<file path="config.mk">
export PLATFORM = sky130hd
export DESIGN_NAME = renamed_register_file
export DESIGN_NICKNAME = d
export VERILOG_FILES = /design/src/rtl/renamed_register_file_pkg.sv /design/src/rtl/renamed_register_file_reg_read_port.sv /design/src/rtl/renamed_register_file.sv
export SDC_FILE = /design/constraint.sdc
export NUM_CORES = 2
export LEC_CHECK = 0
export CAP_MARGIN = 5
export CORE_MARGIN = 1
export CORE_UTILIZATION = 39
export CTS_CLUSTER_DIAMETER = 30
export CTS_CLUSTER_SIZE = 16
export DETAILED_ROUTE_END_ITERATION = 8
export PLACE_DENSITY = 0.56
export SLEW_MARGIN = 20
export SYNTH_ARGS = -nofsm -noshare
export SYNTH_HDL_FRONTEND = slang
export SYNTH_SLANG_ARGS = --single-unit
</file>
<file path="constraint.sdc">
create_clock -name clk_in -period 4.8 [get_ports clk_in]
set_input_delay 0.96 -clock clk_in [delete_from_list [all_inputs] [get_ports clk_in]]
set_output_delay 0.96 -clock clk_in [all_outputs]
set_load 0.005 [all_outputs]
</file>
<file path="src/rtl/renamed_register_file_pkg.sv">
// Shared sizing defaults for the rename-aware register file, decoder and ROB.
package renamed_register_file_pkg;

  localparam int unsigned DEFAULT_XLEN      = 32;
  localparam int unsigned DEFAULT_REG_NUM   = 32;
  localparam int unsigned DEFAULT_ROB_WIDTH = 3;
  localparam int unsigned DEFAULT_REG_W     = $clog2(DEFAULT_REG_NUM);

  // Where a read port takes its operand from.
  typedef enum logic [2:0] {
    SRC_ZERO,
    SRC_VALUE,
    SRC_COMMIT,
    SRC_ROB,
    SRC_WAIT
  } read_src_e;

endpackage

</file>
<file path="src/rtl/renamed_register_file_reg_read_port.sv">
// Per-port operand resolve: register value, commit bypass, ROB forward or pending tag.
module reg_read_port
  import renamed_register_file_pkg::*;
#(
  parameter int unsigned XLEN      = DEFAULT_XLEN,
  parameter int unsigned REG_W     = DEFAULT_REG_W,
  parameter int unsigned ROB_WIDTH = DEFAULT_ROB_WIDTH
) (
  input  logic [REG_W-1:0]     reg_id_i,
  input  logic [XLEN-1:0]      reg_value_i,
  input  logic                 reg_pending_i,
  input  logic [ROB_WIDTH-1:0] reg_dependency_i,
  input  logic                 commit_valid_i,
  input  logic [REG_W-1:0]     commit_reg_id_i,
  input  logic [ROB_WIDTH-1:0] commit_rob_id_i,
  input  logic [XLEN-1:0]      commit_data_i,
  input  logic                 rob_query_ready_i,
  input  logic [XLEN-1:0]      rob_query_data_i,
  output logic [XLEN-1:0]      data_o,
  output logic                 pending_o,
  output logic [ROB_WIDTH-1:0] dependency_o
);

  read_src_e src;

  always_comb begin
    src = SRC_WAIT;
    if (reg_id_i == '0) begin
      src = SRC_ZERO;
    end else if (!reg_pending_i) begin
      src = (commit_valid_i && commit_reg_id_i == reg_id_i) ? SRC_COMMIT : SRC_VALUE;
    end else if (commit_valid_i && commit_rob_id_i == reg_dependency_i) begin
      src = SRC_COMMIT;
    end else if (rob_query_ready_i) begin
      src = SRC_ROB;
    end
  end

  always_comb begin
    data_o       = '0;
    pending_o    = 1'b0;
    dependency_o = reg_dependency_i;
    unique case (src)
      SRC_ZERO:   data_o = '0;
      SRC_VALUE:  data_o = reg_value_i;
      SRC_COMMIT: data_o = commit_data_i;
      SRC_ROB:    data_o = rob_query_data_i;
      default:    pending_o = 1'b1;
    endcase
  end

endmodule

</file>
<file path="src/rtl/renamed_register_file.sv">
// Architectural register file with rename tags, commit bypass and ROB forwarding.
module renamed_register_file
  import renamed_register_file_pkg::*;
#(
  parameter int unsigned XLEN       = DEFAULT_XLEN,
  parameter int unsigned REG_NUM    = DEFAULT_REG_NUM,
  parameter int unsigned ROB_WIDTH  = DEFAULT_ROB_WIDTH,
  parameter int unsigned READ_PORTS = 2,
  localparam int unsigned REG_W     = $clog2(REG_NUM)
) (
  input  logic                           clk_in,
  input  logic                           rst_in,
  input  logic                           rdy_in,
  input  logic                           flush,
  input  logic                           issue_valid,
  input  logic [REG_W-1:0]               issue_reg_id,
  input  logic [ROB_WIDTH-1:0]           issue_rob_id,
  input  logic                           commit_valid,
  input  logic [REG_W-1:0]               commit_reg_id,
  input  logic [XLEN-1:0]                commit_data,
  input  logic [ROB_WIDTH-1:0]           commit_rob_id,
  input  logic [READ_PORTS*REG_W-1:0]    rd_reg_id,
  output logic [READ_PORTS*XLEN-1:0]     rd_data,
  output logic [READ_PORTS-1:0]          rd_pending,
  output logic [READ_PORTS*ROB_WIDTH-1:0] rd_dependency,
  output logic [READ_PORTS*ROB_WIDTH-1:0] rob_query_id,
  input  logic [READ_PORTS-1:0]          rob_query_ready,
  input  logic [READ_PORTS*XLEN-1:0]     rob_query_data
);

  logic [XLEN-1:0]      value_q      [REG_NUM];
  logic [XLEN-1:0]      value_d      [REG_NUM];
  logic [ROB_WIDTH-1:0] dependency_q [REG_NUM];
  logic [ROB_WIDTH-1:0] dependency_d [REG_NUM];
  logic [REG_NUM-1:0]   pending_q;
  logic [REG_NUM-1:0]   pending_d;

  // Commit first, then flush/issue override: a younger rename beats an older commit clear.
  always_comb begin
    value_d      = value_q;
    dependency_d = dependency_q;
    pending_d    = pending_q;
    if (commit_valid && commit_reg_id != '0) begin
      value_d[commit_reg_id] = commit_data;
      if (pending_q[commit_reg_id] && dependency_q[commit_reg_id] == commit_rob_id) begin
        pending_d[commit_reg_id] = 1'b0;
      end
    end
    if (flush) begin
      pending_d = '0;
    end else if (issue_valid && issue_reg_id != '0) begin
      pending_d[issue_reg_id]    = 1'b1;
      dependency_d[issue_reg_id] = issue_rob_id;
    end
  end

  always_ff @(posedge clk_in) begin
    if (rst_in) begin
      for (int unsigned i = 0; i < REG_NUM; i++) begin
        value_q[i]      <= '0;
        dependency_q[i] <= '0;
      end
      pending_q <= '0;
    end else if (rdy_in) begin
      value_q      <= value_d;
      dependency_q <= dependency_d;
      pending_q    <= pending_d;
    end
  end

  for (genvar p = 0; p < READ_PORTS; p++) begin : g_port
    logic [REG_W-1:0] id;
    assign id = rd_reg_id[p*REG_W +: REG_W];
    assign rob_query_id[p*ROB_WIDTH +: ROB_WIDTH] = dependency_q[id];

    reg_read_port #(
      .XLEN      (XLEN),
      .REG_W     (REG_W),
      .ROB_WIDTH (ROB_WIDTH)
    ) u_port (
      .reg_id_i          (id),
      .reg_value_i       (value_q[id]),
      .reg_pending_i     (pending_q[id]),
      .reg_dependency_i  (dependency_q[id]),
      .commit_valid_i    (commit_valid),
      .commit_reg_id_i   (commit_reg_id),
      .commit_rob_id_i   (commit_rob_id),
      .commit_data_i     (commit_data),
      .rob_query_ready_i (rob_query_ready[p]),
      .rob_query_data_i  (rob_query_data[p*XLEN +: XLEN]),
      .data_o            (rd_data[p*XLEN +: XLEN]),
      .pending_o         (rd_pending[p]),
      .dependency_o      (rd_dependency[p*ROB_WIDTH +: ROB_WIDTH])
    );
  end

endmodule

</file>
==> impl_metrics.toml <==
# physical design summary
[outcome]
outcome = "finished with violations"
violations = "negative setup slack"

[routing]
met2WireLength_mm = 122
dr.first_iter.drc_count = 8751
top_layer = "met5"
met1_length_mm = 108
vias = 60700
remaining_drc_errors = 0
wl_per_cell_um = 30.4
totalWireLength_mm = 290
ant_nets = 0

[sta]
hold_viol_final = 0
finalSetupViolations = 43
min_period_over_period_pct = 103
period_minus_slack_ns = 4.93
max_clock_freq_mhz = 203
slew_headroom_pct = 20.9
worstMarginPinSlew_ns = 1.19
grt_setup_unrepaired = "yes"
setup_ws_ns = -0.134

[die]
chipHeight_um = 398
placementRows = 144
io-pin-count = 208
fp_util_pct = 39.5
core_area_um2 = 155000
nWellTaps = 2044
chipWidth_um = 398
dieArea_um2 = 158000

[power_and_ir_drop]
p_comb_mw = 2.50
p_leak_nw = 27.3
maxPowerGroup = "clock"
p_per_area_nw_per_um2 = 418
power.total_mw = 33.1
p_seq_share_pct = 29.2
combPwrFrac_pct = 7.6
p_int_mw = 25.3
pg_seq_mw = 9.67

[yosys]
synth_top_area_share_pct = 37.8
yosysWarnings = 0
top_cells_by_count = "nand2_1, a21oi_1, dfxtp_1"
netlist_instances = 6956
ys_sh_mux_pct = 25.5
synthTopCellsByArea = "dfxtp_1, mux4_2, nand2_1"
synthSimpleGateAreaFrac_pct = 16.9
async_flop_share_pct = 0
edf_count = 0
synth.cell_area_um2 = 61100
ys_cells = 6956
synthAdderAreaFrac_pct = 0
synth-main-ff-cell = "dfxtp_1"
top_cell = "nand2_1"
synth_seq_share_pct = 37.8
synthXorXnorAreaFrac_pct = 0.229
fp_nets = 7086
aoi_share_pct = 14.5
ys_types = 66

[global_route]
grt_overflow_total = 0
antenna_found_initial = 22
grt_pass1_vias = 56800
grt_pass1_wl_mm = 407
grt_start_max_net_pins = 216

[hold_path]
hold_class = "in -> reg"

[finish]
fin_area_um2 = 79200
instances_no_fill = 9528
clkCellAreaFrac_pct = 13.2
logic_gate_count = 5060
area_growth_pct = 29.7
seq_cells = 1152
area.combinational_um2 = 35500
num-fill-cells = 14000
nClkBuffers = 393
buf_share_pct = 9.45
ff_latch_area_um2 = 23100
n_all_inverters = 7
drive_gt1_share_pct = 23.9
lay_top_cells = "nand2_1, a21oi_1, dfxtp_1"
biggestCellCategory = "multi-input combinational cells"
comb_area_share_pct = 44.9
n_antenna_cell = 15

[clocking]
htreeDepth = 5
clk_pin_slew_ns = 0.05
post_cts_buffers = 25
cts_root_buffer = "clkbuf_16"
cts_tree = "built"
cts_buffer_depth = 4
cts-resized-gates = 289
clock-sinks = 1152

[worst_setup_path]
slowest_delay_ns = 0.46
crit_chain = "mux4_2 -> mux2_4 -> o2bb2ai_2 -> or3_4 -> xnor2_2 -> nand4_1 -> buf_4 -> nor2_4 -> buf_12 -> buf_12 -> buf_12 -> buf_12 -> a221o_1 -> buf_2"
r2r.worst_path.cells = 9
cp_slowest_cell = "mux4_2"
worstPathArrival_ns = 3.97
path_common_cell = "buf_12"
path_depth = 14
path_max_fanout = 10
start_kind = "flip-flop"

[job]
warning_count = 47

[place]
dpl-instance-area_um2 = 68200
place.port_buffers = 207
dpl_worst_slack_ns = -0.730
gp_congestion = 0.987
[metrics by stage]
step	TNS (ns)	hold slack [ns]
final	-2.84	0.421
after global routing	-5.57	0.440
after CTS	-3.32	0.397
after detailed placement	-26.41	0.458
after global placement	-26.43	0.449
after floorplan	0	0.443
[layer usage]
metal | GRT usage (%) | vias to the layer above
li1 | - | 25400
met1 | 45.6 | 29600
met2 | 51.7 | 4583
met3 | 11.5 | 1179
met4 | 22.5 | 20
met5 | 0 | -
[final timing paths]
kind	start	end
max reg2reg	dependency_q[54]	pending_q[13]
min reg2reg	value_q[774]	value_q[774]
min	rst_in	dependency_q[58]
max	dependency_q[73]	rd_data[13]
[sequential cells by signal, summed over array words and instances (netlist names)]
register	count
dependency_q	96
pending_q	32
value_q	1024
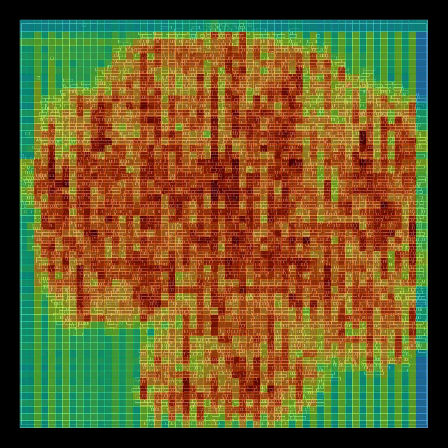
Fig. 1. Track usage over the die.
Total Routing Usage GR: 35.6%
Core Util, Final: 51.2%
met1 Usage GRT: 45.6%
GR Util met3: 11.5%
met2 Track Usage GR: 51.7%

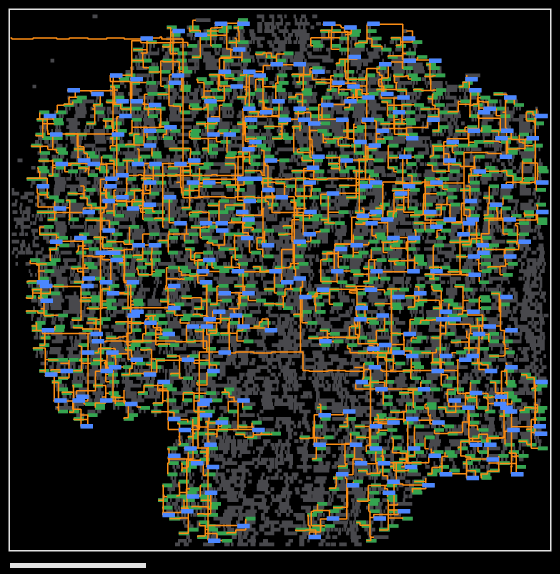
Fig. 2. Clock distribution.
Scale bar: 100 µm.
flip-flops: shown in green, count 1152. cells driving clock nets: shown in blue, count 309. clock wires: shown in orange, length 18700 µm.
There are 310 routed clock nets.
clk latency late pin: 0.93 ns
Clk pwr share: 63.2%
P_clk: 20.9 mW
clk_skew: 0.0310 ns

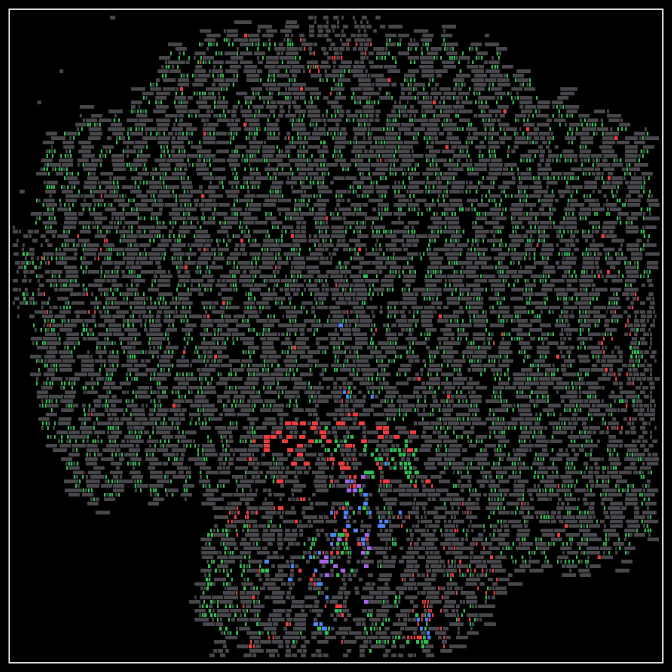
Fig. 3. Logic cells by family.
AND and OR gates: shown in blue, cells 40, most used or3_1, where bottom middle. NOR gates: shown in red, cells 264, most used nor2_1. XOR/XNOR gates: shown in purple, cells 16, most used xnor2_1, where bottom middle. NAND gates: shown in green, cells 2311, most used nand2_1, where widely spread.

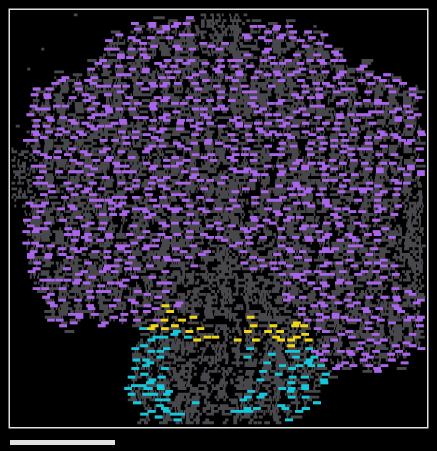
Fig. 4. Register map, names as in the netlist.
Scale bar: 100 µm.
pending_q: shown in yellow, sequential cells 32, where bottom middle. dependency_q: shown in cyan, sequential cells 96, where bottom middle. value_q: shown in purple, sequential cells 1024.

Power is estimated from default activity; no workload was simulated.
